$ cat config.mk
export PLATFORM = sky130hd
export DESIGN_NAME = pipe_stall_ctrl
export DESIGN_NICKNAME = d
export VERILOG_FILES = /design/src/rtl/pipe_stall_ctrl.sv
export SDC_FILE = /design/constraint.sdc
export NUM_CORES = 1
export LEC_CHECK = 0
export CAP_MARGIN = 20
export CORE_AREA = 2 2 39 41
export DETAILED_ROUTE_END_ITERATION = 12
export DIE_AREA = 0 0 41 43
export PLACE_DENSITY_LB_ADDON = 0.25
export SYNTH_ARGS = -nofsm -noshare
export SYNTH_HDL_FRONTEND = slang
export SYNTH_SLANG_ARGS = --single-unit
$ cat constraint.sdc
create_clock -name vclk -period 1.9
set_clock_uncertainty 0.1 [all_clocks]
set_input_delay 0.475 -clock vclk [all_inputs]
set_output_delay 0.475 -clock vclk [all_outputs]
set_load 0.1 [all_outputs]
$ cat src/rtl/pipe_stall_ctrl.sv
// pipe_stall_ctrl: PC/IF-ID/ID-EX stall-flush scheduler with optional MDU sequencer (enable with PIPE_MDU_EN).
// Rev 1.0
`default_nettype none

module pipe_stall_ctrl #(
  parameter int MUL_LAT = 4,
  parameter int DIV_LAT = 32
) (
  input  logic       clk,
  input  logic       rst,
  input  logic [4:0] id_rs,
  input  logic [4:0] id_rt,
  input  logic       id_use_rs,
  input  logic       id_use_rt,
  input  logic [1:0] id_md_op,
  input  logic [4:0] ex_rw,
  input  logic       ex_reg_write,
  input  logic       ex_memtoreg,
  input  logic       ex_br_taken,
  output logic       pc_write,
  output logic       ifid_write,
  output logic       ifid_flush,
  output logic       idex_bubble,
  output logic       md_start,
  output logic       md_is_div,
  output logic       md_busy
);

  logic lu_hz;
  logic md_hz;
  logic stall;

  assign lu_hz = ex_memtoreg && ex_reg_write && (ex_rw != 5'd0) &&
                 ((id_use_rs && (id_rs == ex_rw)) || (id_use_rt && (id_rt == ex_rw)));
  assign stall = (lu_hz || md_hz) && !ex_br_taken;

  always_comb begin
    pc_write    = 1'b1;
    ifid_write  = 1'b1;
    ifid_flush  = 1'b0;
    idex_bubble = 1'b0;
    if (rst) begin
      pc_write    = 1'b0;
      ifid_write  = 1'b0;
      ifid_flush  = 1'b1;
      idex_bubble = 1'b1;
    end else if (ex_br_taken) begin
      // ID holds a wrong-path instruction, so any pending stall is moot
      ifid_flush  = 1'b1;
      idex_bubble = 1'b1;
    end else if (stall) begin
      pc_write    = 1'b0;
      ifid_write  = 1'b0;
      idex_bubble = 1'b1;
    end
  end

`ifdef PIPE_MDU_EN
  typedef enum logic [0:0] {
    MD_IDLE = 1'b0,
    MD_BUSY = 1'b1
  } md_state_t;

  localparam logic [5:0] MUL_CNT = 6'(MUL_LAT);
  localparam logic [5:0] DIV_CNT = 6'(DIV_LAT);

  md_state_t  state, state_nx;
  logic [5:0] cnt, cnt_nx;
  logic       start_q, start_nx;
  logic       is_div_q, is_div_nx;
  logic       busy_q;
  logic       issue;

  assign md_hz = (id_md_op != 2'b00) && busy_q;
  assign issue = ((id_md_op == 2'b01) || (id_md_op == 2'b10)) && !stall && !ex_br_taken && !rst;

  always_ff @(posedge clk) begin
    if (rst) begin
      state    <= MD_IDLE;
      cnt      <= 6'd0;
      start_q  <= 1'b0;
      is_div_q <= 1'b0;
      busy_q   <= 1'b0;
    end else begin
      state    <= state_nx;
      cnt      <= cnt_nx;
      start_q  <= start_nx;
      is_div_q <= is_div_nx;
      busy_q   <= (cnt_nx != 6'd0);
    end
  end

  // A run in BUSY is never cancelled by a branch: it belongs to an older instruction
  always_comb begin
    state_nx  = state;
    cnt_nx    = cnt;
    start_nx  = 1'b0;
    is_div_nx = is_div_q;
    case (state)
      MD_IDLE: begin
        if (issue) begin
          state_nx  = MD_BUSY;
          cnt_nx    = (id_md_op == 2'b10) ? DIV_CNT : MUL_CNT;
          start_nx  = 1'b1;
          is_div_nx = (id_md_op == 2'b10);
        end
      end
      MD_BUSY: begin
        cnt_nx = cnt - 6'd1;
        if (cnt == 6'd1) state_nx = MD_IDLE;
      end
      default: state_nx = MD_IDLE;
    endcase
  end

  assign md_start  = start_q;
  assign md_is_div = is_div_q;
  assign md_busy   = busy_q;
`else
  logic unused_mdu;

  assign unused_mdu = ^{clk, id_md_op, 6'(MUL_LAT), 6'(DIV_LAT)};
  assign md_hz      = 1'b0;
  assign md_start   = 1'b0;
  assign md_is_div  = 1'b0;
  assign md_busy    = 1'b0;
`endif

endmodule

`default_nettype wire

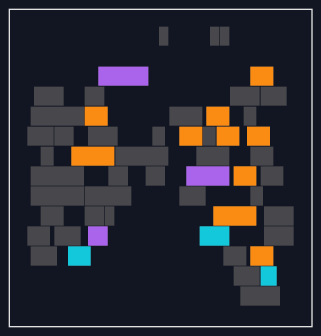
*Gate families picked out, run 1*
family	color	cells
inverting AOI/OAI gates	purple	3
XOR/XNOR gates	orange	10
AND and OR gates	cyan	3

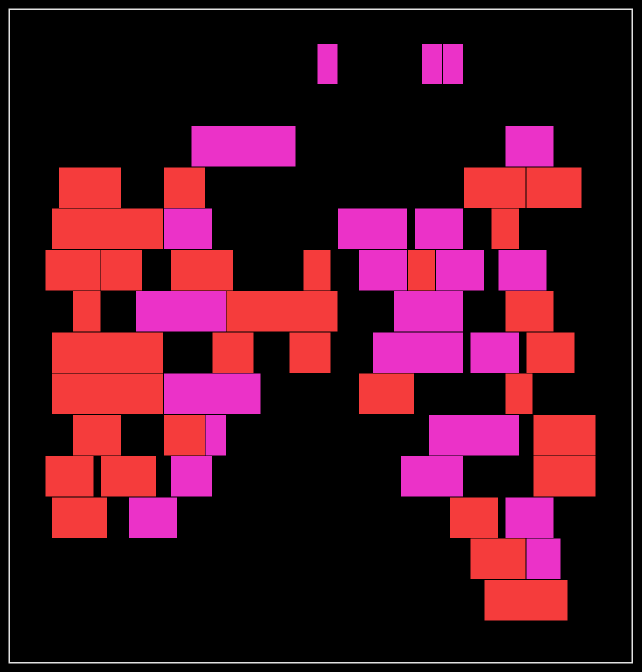
*Placed cells, one color a class, run 1*
class	color	cells
all other logic	magenta	23
other buffers and delay cells	red	31

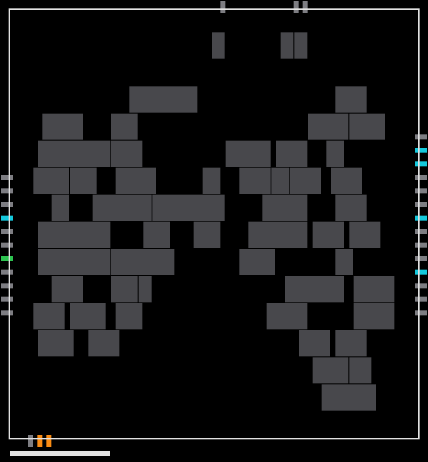
*Pin placement, run 1*
The bar under the picture is 10 µm long. Pins as bars across the die edge, other pins in gray.
port	color	pins	direction	edge
pc_write	green	1	output	left
id_rs	cyan	5	input	4 right, 1 left
id_md_op	orange	2	input	bottom
all pins by edge	14 right, 11 left, 3 bottom, 3 top

==> flow_metrics.rpt, run 1 <==
IMPLEMENTATION SUMMARY REPORT
----------------------------------------------------
[STA]
  Setup slack after layout ........................ -0.429 ns
  Number of setup violations in the final report ........................ 3

[Final layout]
  Area occupied by registers ........................ 0 µm²
  Final net count ........................ 80

[Global routing]
  Antenna violations before repair ........................ 0
  Overall routing resource usage ........................ 9.31%
  Vias in the first global route ........................ ~300

[Route]
  Total length of routed met2 wires ........................ 353 µm
  Total wirelength of the detailed-routed design ........................ approximately 800 µm

[Hold path]
  Worst hold path type ........................ input pin to output port

[Flow run]
  Max-cap violation count ........................ 0
  Number of warnings the tools reported ........................ 39

[Clocking]
  Hold Buf Count CTS ........................ 0

[Setup path]
  Critical path data arrival time ........................ about 1.8 ns
  Required time of the critical path ........................ between 1 and 1.5 ns

[Die]
  Effective utilization at floorplan ........................ 14.2%

[Outcome]
  Outcome ........................ complete, but fails checks
  Violations in the final reports ........................ negative setup slack

[Synth]
  XOR-XNOR Cells, Area Fraction ........................ 44.6%
  Chip area in the Yosys report ........................ 196 µm²

----------------------------------------------------
==> run 1: layout make-up <==
type                       instances  area [µm²]  share of cell area (%)
tap                               16        20.0                    3.53
multi-input combinational         22         225                    39.7
inverter                           1        3.75                   0.662
timing repair buffer              31         318                    56.1
==> run 1: cell families (layout without fill, tap and decap cells) <==
kind of cell    after synthesis  count (layout)
simple gates                  5               5
compound gates                4               4
other cells                   1               3
buf+inv                       5              32
xor+xnor                     10              10
==> run 1: worst paths after layout <==
path	startpoint	depth (start not counted)	slack (ns)	endpoint
max	id_rt[0]	6	-0.43	pc_write
min	rst	4	1.40	ifid_write
==> run 1: synthesized netlist by cell type <==
cell type | count | area share (%)
sky130_fd_sc_hd__a32oi_1 | 1 | 4.5
sky130_fd_sc_hd__and2_0 | 1 | 3.2
sky130_fd_sc_hd__buf_4 | 4 | 15
sky130_fd_sc_hd__conb_1 | 1 | 1.9
sky130_fd_sc_hd__inv_1 | 1 | 1.9
sky130_fd_sc_hd__nor4_1 | 1 | 3.2
sky130_fd_sc_hd__nor4_2 | 1 | 6.4
sky130_fd_sc_hd__o211ai_1 | 1 | 3.8
sky130_fd_sc_hd__o21bai_1 | 1 | 3.8
sky130_fd_sc_hd__o31a_1 | 1 | 4.5
sky130_fd_sc_hd__or2_2 | 1 | 3.2
sky130_fd_sc_hd__or4_1 | 1 | 3.8
sky130_fd_sc_hd__xnor2_1 | 2 | 8.9
sky130_fd_sc_hd__xor2_1 | 8 | 36
==> run 1: critical path: stages <==
cell,delay (ns)
sky130_fd_sc_hd__buf_6,0.10
sky130_fd_sc_hd__xor2_2,0.17
sky130_fd_sc_hd__nor4_2,0.30
sky130_fd_sc_hd__a32oi_2,0.16
sky130_fd_sc_hd__o31a_4,0.38
sky130_fd_sc_hd__buf_12,0.17
==> run 1: metal layers <==
| layer | vias up | global-route usage, % |
|---|---|---|
| li1 | 136 | - |
| met1 | 109 | 11.1 |
| met2 | 25 | 16.6 |
| met3 | 0 | 2.62 |
| met4 | 0 | 0 |
| met5 | - | 0 |
==> run 1: repair_timing <==
item / in CTS / in global routing
resized: 62 / 2
buffers inserted: 1 / 0
pin swaps: 14 / 2
endpoints found under the setup margin: 4 / 3
==> run 1: where the power goes <==
| group | leakage [µW] | total (µW) | internal [µW] | switching [µW] |
|---|---|---|---|---|
| logic | 0.000264 | 173 | 76.0 | 97.0 |
| clock network | 0 | 0 | 0 | 0 |
| registers | 0 | 0 | 0 | 0 |
| total | 0.000264 | 173 | 76.0 | 97.0 |
==> run 1: stage by stage <==
| step | setup TNS (ns) | hold WS (ns) |
|---|---|---|
| CTS | -1.35 | 1.40 |
| detailed placement | -2.67 | 1.65 |
| global placement | -2.70 | 1.65 |
| global route | -1.50 | 1.44 |
| finish | -1.27 | 1.40 |
| floorplan | -1.35 | 1.09 |
==> run 2: changes to the inputs <==
Settings changed: CORE_AREA 2 2 39 41 to 3 3 40 42, DIE_AREA 0 0 41 43 to 0 0 43 45.
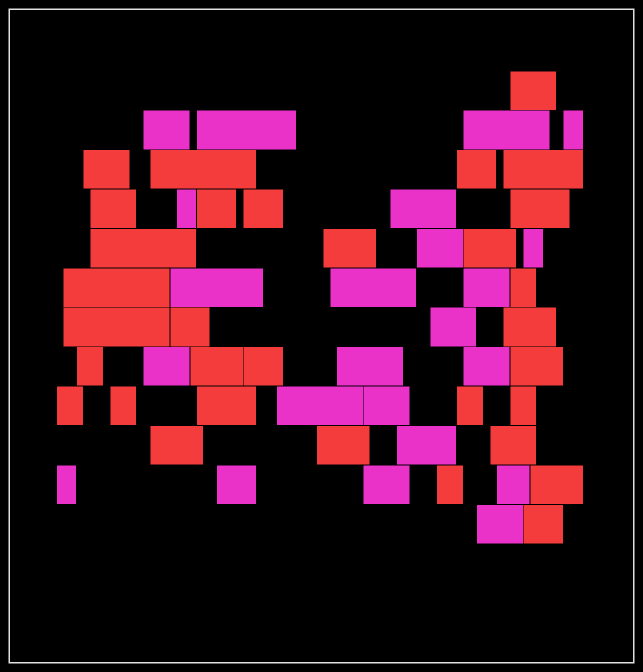
*Placed cells, one color a class, run 2*
class	color	cells
all other logic	magenta	23
other buffers and delay cells	red	32

==> flow_metrics.rpt, run 2 <==
IMPLEMENTATION SUMMARY REPORT
----------------------------------------------------
[Synth]
  Count of cell types in the netlist ........................ 14
  Largest area contributor in the netlist ........................ sky130_fd_sc_hd__xor2_1
  Yosys top cell area share ........................ 35.7% (unchanged)
  Cells in synth_stat.txt ........................ 25
  Chip area in the Yosys report ........................ 196 µm² (unchanged)
  Cell with the most instances after synthesis ........................ sky130_fd_sc_hd__xor2_1
  Synth top cells by count ........................ sky130_fd_sc_hd__xor2_1 (8), sky130_fd_sc_hd__buf_4 (4), sky130_fd_sc_hd__xnor2_1 (2)
  Main area contributors ........................ sky130_fd_sc_hd__xor2_1 (36%), sky130_fd_sc_hd__buf_4 (15%), sky130_fd_sc_hd__xnor2_1 (8.9%), sky130_fd_sc_hd__nor4_2 (6.4%), sky130_fd_sc_hd__a32oi_1 (4.5%)

[Flow run]
  Max-cap violation count ........................ 0 (unchanged)
  Number of warnings the tools reported ........................ 39 (unchanged)

[Die]
  Die Y-Extent ........................ 45 µm
  Effective utilization at floorplan ........................ 15.3% (+1.1 points)
  Die Footprint ........................ between 1500 and 2000 µm²

[Route]
  Number of iterations in the first detailed-routing pass ........................ 1
  Total wirelength of the detailed-routed design ........................ 810 µm (+1.3%)
  Remaining number of nets flagged by the antenna check after routing ........................ 0
  Starting DRC count in detailed routing ........................ 0

[Final layout]
  Top logic cells by instance count in the layout ........................ sky130_fd_sc_hd__xor2_1 (7), sky130_fd_sc_hd__buf_4 (6), sky130_fd_sc_hd__buf_2 (5)
  Final net count ........................ 81 (+1.3%)
  Area occupied by registers ........................ 0 µm² (unchanged)
  Clock buffer count ........................ 0

[Hold path]
  Worst hold path type ........................ input pin to output port

[STA]
  Setup TNS Final ........................ -1.31 ns (-0.0317 ns)
  Number of setup violations in the final report ........................ 3 (unchanged)
  Final Hold Fails ........................ 0
  Setup slack after layout ........................ -0.438 ns (-0.00855 ns)
  Maximum operating frequency ........................ roughly 0.43 GHz

[Power and ir drop]
  Internal power ........................ 74.9 µW (-1.4%)
  Net switching component of the power ........................ 97.8 µW (+0.84%)
  Clock network power share ........................ 0% (unchanged)
  Proportion of power drawn by combinational gates ........................ 100.0% (about the same)
  Sw Ratio ........................ 56.6% (+0.55 points)
  Fraction of power consumed by sequential logic ........................ 0% (unchanged)

[Outcome]
  Outcome ........................ complete, but fails checks
  Violations in the final reports ........................ negative setup slack

[Global routing]
  Overall routing resource usage ........................ 8.64% (-0.67 points)
  Antenna violations before repair ........................ 0 (unchanged)
  Vias in the first global route ........................ 325 (+8.3%)

[Setup path]
  Required time of the critical path ........................ 1.32 ns (about the same)
  Critical path data arrival time ........................ 1.76 ns (about the same)
  Worst-path maximum fanout ........................ 3

----------------------------------------------------
[run 2: area by class of cell]
cell class                 count  area [µm²]  area share (%)
inverter                       1        3.75           0.670
tap                           15        18.8            3.35
timing repair buffer          32         313            55.8
multi-input combinational     22         225            40.2
[run 2: layer usage]
metal	share of wire, %	vias to the layer above	global-route usage (%)
met5	0	-	0
met1	42	114	11.0
li1	-	140	-
met2	38	28	15.0
met3	20	0	3.19
met4	0	0	0
[run 2: path summary, 6_finish.rpt]
path / end / from / depth (start not counted)
max: idex_bubble / ex_rw[3] / 6
min: pc_write / rst / 4
[run 2: what timing repair did]
action                                  CTS  global route
endpoints found under the hold margin     0             0
endpoints found under the setup margin    4             3
buffers inserted                          2             0
hold buffers                              0             0
resized                                  55             4
pin swaps                                13             9
[run 2: critical path, cell delays in order]
cell and delay [ns]:
sky130_fd_sc_hd__buf_6 0.10, sky130_fd_sc_hd__or4_4 0.52, sky130_fd_sc_hd__o211ai_1 0.27, sky130_fd_sc_hd__buf_4 0.18, sky130_fd_sc_hd__o21bai_4 0.06, sky130_fd_sc_hd__buf_12 0.17
[run 2: power by group through the flow]
stage	clock network [µW]	logic, µW	registers (µW)
final	0	173	0
after global routing	0	181	0
after CTS	0	174	0
after detailed placement	0	169	0
after global placement	0	169	0
after floorplan	0	96.7	0
[run 2: through the flow]
step                      hold WS (ns)  area [µm²]
after global placement            1.65         533
after floorplan                   1.09         229
after CTS                         1.40         568
after detailed placement          1.65         533
final                             1.40         561
after global routing              1.43         561
[run 2: cell families after synthesis]
| kind of cell | after synthesis | share of synthesized area (%) |
|---|---|---|
| other | 1 | 1.91 |
| buffers and inverters | 5 | 17.2 |
| AND/OR/NAND/NOR | 5 | 19.8 |
| XOR/XNOR | 10 | 44.6 |
| AND-OR/OR-AND | 4 | 16.6 |
Power is estimated from default activity; no workload was simulated.
